===== src/rtl/rom_port_arbiter_16.sv =====
// Round-robin arbiter sharing one ROM address port among 16 requesters.
// A tenure lasts at most MAX_HOLD granted cycles and owners are always
// separated by at least two zero-select cycles. Returning ROM data is tagged
// with its owner's index after a fixed LATENCY-cycle pipeline.
//
// Ports:
//   clock       - system clock, rising edge
//   reset       - synchronous active-high reset
//   req         - per-requester request, held until the requester is done
//   grant       - one-hot (or zero) select for the address mux
//   grant_id    - binary index of the current owner, 0 when idle
//   busy        - grant is non-zero
//   rdata_valid - ROM data bus holds valid data this cycle
//   rdata_id    - owner index of that data, 0 when not valid
module rom_port_arbiter_16 #(
    parameter int unsigned LATENCY  = 2,
    parameter int unsigned MAX_HOLD = 8
) (
    input  logic        clock,
    input  logic        reset,
    input  logic [15:0] req,
    output logic [15:0] grant,
    output logic [3:0]  grant_id,
    output logic        busy,
    output logic        rdata_valid,
    output logic [3:0]  rdata_id
);

    localparam int unsigned HOLD_W  = 4;
    localparam int unsigned STAGE_W = 5;
    localparam int unsigned PIPE_W  = LATENCY * STAGE_W;

    typedef enum logic [1:0] {
        IDLE = 2'd0,
        OWN  = 2'd1,
        GAP  = 2'd2
    } state_e;

    state_e              state_q, state_d;
    logic [15:0]         grant_q, grant_d;
    logic [3:0]          grant_id_q, grant_id_d;
    logic                busy_q, busy_d;
    logic [HOLD_W-1:0]   hold_q, hold_d;
    logic [3:0]          ptr_q, ptr_d;
    logic [PIPE_W-1:0]   pipe_q, pipe_d;

    logic                found_c;
    logic [3:0]          winner_c;
    logic [3:0]          idx_c;
    logic                read_c;
    logic                own_exit_c;
    logic [STAGE_W-1:0]  stage0_c;

    // First requester at or above ptr, wrapping 15 -> 0.
    always_comb begin : pick
        found_c  = 1'b0;
        winner_c = 4'd0;
        idx_c    = 4'd0;
        for (int i = 0; i < 16; i++) begin
            idx_c = ptr_q + 4'(i);
            if (!found_c && req[idx_c]) begin
                found_c  = 1'b1;
                winner_c = idx_c;
            end
        end
    end

    // A read is issued whenever the port is owned and the owner still asks.
    assign read_c     = busy_q & req[grant_id_q];
    assign own_exit_c = !req[grant_id_q] || (hold_q == HOLD_W'(MAX_HOLD));

    // State and output registers.
    always_ff @(posedge clock) begin
        if (reset) begin
            state_q    <= IDLE;
            grant_q    <= 16'h0000;
            grant_id_q <= 4'd0;
            busy_q     <= 1'b0;
            hold_q     <= '0;
            ptr_q      <= 4'd0;
        end else begin
            state_q    <= state_d;
            grant_q    <= grant_d;
            grant_id_q <= grant_id_d;
            busy_q     <= busy_d;
            hold_q     <= hold_d;
            ptr_q      <= ptr_d;
        end
    end

    // Next-state logic.
    always_comb begin : next_state
        state_d = state_q;
        case (state_q)
            IDLE:    if (found_c) state_d = OWN;
            OWN:     if (own_exit_c) state_d = GAP;
            GAP:     state_d = IDLE;
            default: state_d = IDLE;
        endcase
    end

    // Next values of the registered outputs, hold counter and pointer.
    always_comb begin : outputs
        grant_d    = grant_q;
        grant_id_d = grant_id_q;
        busy_d     = busy_q;
        hold_d     = hold_q;
        ptr_d      = ptr_q;
        case (state_q)
            IDLE: begin
                if (found_c) begin
                    grant_d    = 16'(1) << winner_c;
                    grant_id_d = winner_c;
                    busy_d     = 1'b1;
                    hold_d     = HOLD_W'(1);
                end else begin
                    grant_d    = 16'h0000;
                    grant_id_d = 4'd0;
                    busy_d     = 1'b0;
                end
            end
            OWN: begin
                if (own_exit_c) begin
                    grant_d    = 16'h0000;
                    grant_id_d = 4'd0;
                    busy_d     = 1'b0;
                    ptr_d      = grant_id_q + 4'd1;
                end else begin
                    hold_d = hold_q + HOLD_W'(1);
                end
            end
            default: begin
                grant_d    = 16'h0000;
                grant_id_d = 4'd0;
                busy_d     = 1'b0;
            end
        endcase
    end

    // Return pipeline: LATENCY stages of {valid, id}, newest in the low bits.
    assign stage0_c = {read_c, read_c ? grant_id_q : 4'd0};
    assign pipe_d   = (pipe_q << STAGE_W) | PIPE_W'(stage0_c);

    always_ff @(posedge clock) begin
        if (reset) begin
            pipe_q <= '0;
        end else begin
            pipe_q <= pipe_d;
        end
    end

    assign grant       = grant_q;
    assign grant_id    = grant_id_q;
    assign busy        = busy_q;
    assign rdata_valid = pipe_q[PIPE_W-1];
    assign rdata_id    = pipe_q[PIPE_W-2 -: 4];

endmodule


===== config.mk =====
export PLATFORM = sky130hd
export DESIGN_NAME = rom_port_arbiter_16
export DESIGN_NICKNAME = d
export VERILOG_FILES = /design/src/rtl/rom_port_arbiter_16.sv
export SDC_FILE = /design/constraint.sdc
export NUM_CORES = 1
export LEC_CHECK = 0
export CAP_MARGIN = 20
export CORE_UTILIZATION = 49
export CTS_CLUSTER_DIAMETER = 200
export DETAILED_ROUTE_END_ITERATION = 6
export DONT_BUFFER_PORTS = 1
export PLACE_DENSITY = 0.72
export REMOVE_ABC_BUFFERS = 1
export SETUP_SLACK_MARGIN = 0.15
export SLEW_MARGIN = 0
export SYNTH_ARGS = -nofsm -noshare
export SYNTH_HDL_FRONTEND = slang
export SYNTH_SLANG_ARGS = --single-unit

===== constraint.sdc =====
create_clock -name clock -period 6.62 [get_ports clock]
set_clock_uncertainty 0.15 [all_clocks]
set_input_delay 1.324 -clock clock [delete_from_list [all_inputs] [get_ports clock]]
set_output_delay 1.324 -clock clock [all_outputs]
set_load 0.02 [all_outputs]

==> impl_metrics.yaml <==
# flow metrics
critical_path:
  cp.depth: 13
  crit_family: "multiplexers"
  start_kind: "register"
  critPathKind: "register to register"
  worst_setup_path_end_kind: "register"
  cpMostUsedCell: "mux2_2"
  critPathMaxFanout: 23
  crit_start: "ptr_q[0]"
  worstPathRequired_ns: 6.66
  cp_slowest_stage_delay_ns: 0.62
  critPathBufInv: 3
synth:
  ff_type: "dfxtp_1"
  postSynthCellCount: 445
  top_area_share_pct: 18.8
  edf_count: 0
  yosys_cells: 445
  ys_chip_area_sq_um: 4360
  adder_share_pct: 2.87
  synthMuxAreaShare_pct: 36.5
  simple_gate_area_share_pct: 16.5
  yosys.area.top_type: "dfxtp_1"
  postSynthAreaPerCell_sq_um: 9.80
cells_and_area:
  final_cell_area_sq_um: 4530
  largest_register_ffs: 16
  diodes: 0
  nonClkBufAreaFrac_pct: 1.93
  dominant_cells: "combinational gates"
  clk_share_pct: 1.91
  area_growth_pct: 3.90
  final-seq-area_sq_um: 821
  sh_seq_area_pct: 18.1
final_timing:
  period_needed_ns: 5.13
  fin_setup_tns_ns: 0
  post-route-period-util_pct: 77.5
  rsz0062_at_grt: "false"
  tightest_slew_ns: 0.988
  max_freq_mhz: 195
  slew_headroom_pct: 34.0
status:
  status: "finished clean"
floorplanning:
  floorplan.core_util_pct: 50.3
  coreArea_sq_um: 8680
  dieArea_sq_um: 9280
  rows: 34
flow_run:
  warnings: 31
drt:
  drt_iter0_drc: 326
  vias_per_cell: 7.15
  drt-total-wl_mm: 12.3
power:
  pwr-share-comb_pct: 78.1
  p_switching_uw: 1260
clock_network:
  insertion_delay_ns: 0.29
  cts_setup_buffers: 0
  numCtsBuffers: 5
  cts_max_level: 2
  cts.clk_slew.worst_paths_ns: 0.08
grt:
  track_usage_pct: 26.9
  grt_first_pass_wirelength_mm: 18.8
  grt_max_degree: 30
hold_path:
  hold_class: "register to register"
placed_design:
  dp_hpwl_mm: 8.81
[metal layers]
layer,vias up,track usage [%],routed length (um)
met1,1890,38.2,5260
met5,-,0,0
li1,1726,-,-
met3,37,4.66,1050
met2,244,41.0,5650
met4,0,9.68,368
[worst min-delay path by stage]
stage	startpoint	end	slack, ns	cells after the start
finish	pipe_q[1]	pipe_q[6]	0.29	1
CTS	pipe_q[2]	pipe_q[7]	0.29	1
global route	pipe_q[2]	pipe_q[7]	0.31	1
floorplan	pipe_q[0]	pipe_q[5]	0.26	1
global placement	pipe_q[1]	pipe_q[6]	0.27	1
detailed placement	pipe_q[2]	pipe_q[7]	0.28	1
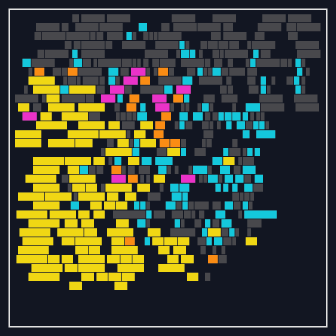
gate_families.png
Key: yellow = multiplexers [cells 98, most used mux2i_1]; orange = XOR/XNOR gates [cells 16, most used xnor2_1]; cyan = inverting AOI/OAI gates [cells 88, most used a21oi_1]; magenta = adder and majority cells [cells 10, most used ha_1]
most instantiated logic cell after routing: dfxtp_1
combinational share of cell area: 74.0%
non-filler cells, final: 545

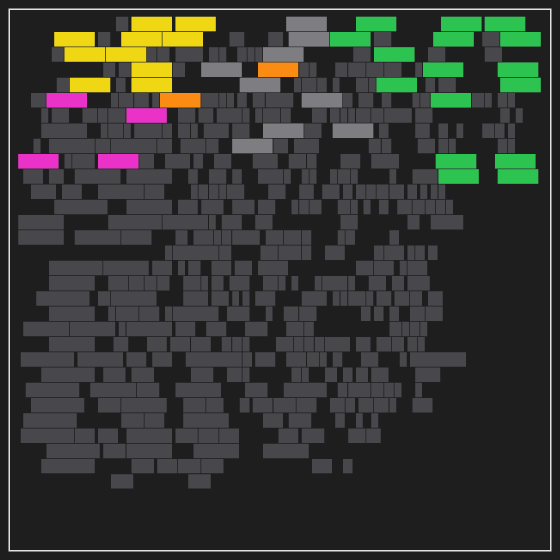
registers.png
Other sequential cells in the stronger gray, the rest of the logic in the fainter gray.
Key: magenta = `ptr_q` [sequential cells 4, where north-west]; orange = `state_q` [sequential cells 2]; yellow = `pipe_q` [sequential cells 10, where north-west]; green = `grant` [sequential cells 16, where north-east]

Power figures rest on the tool's default switching activity, not on a simulated workload.
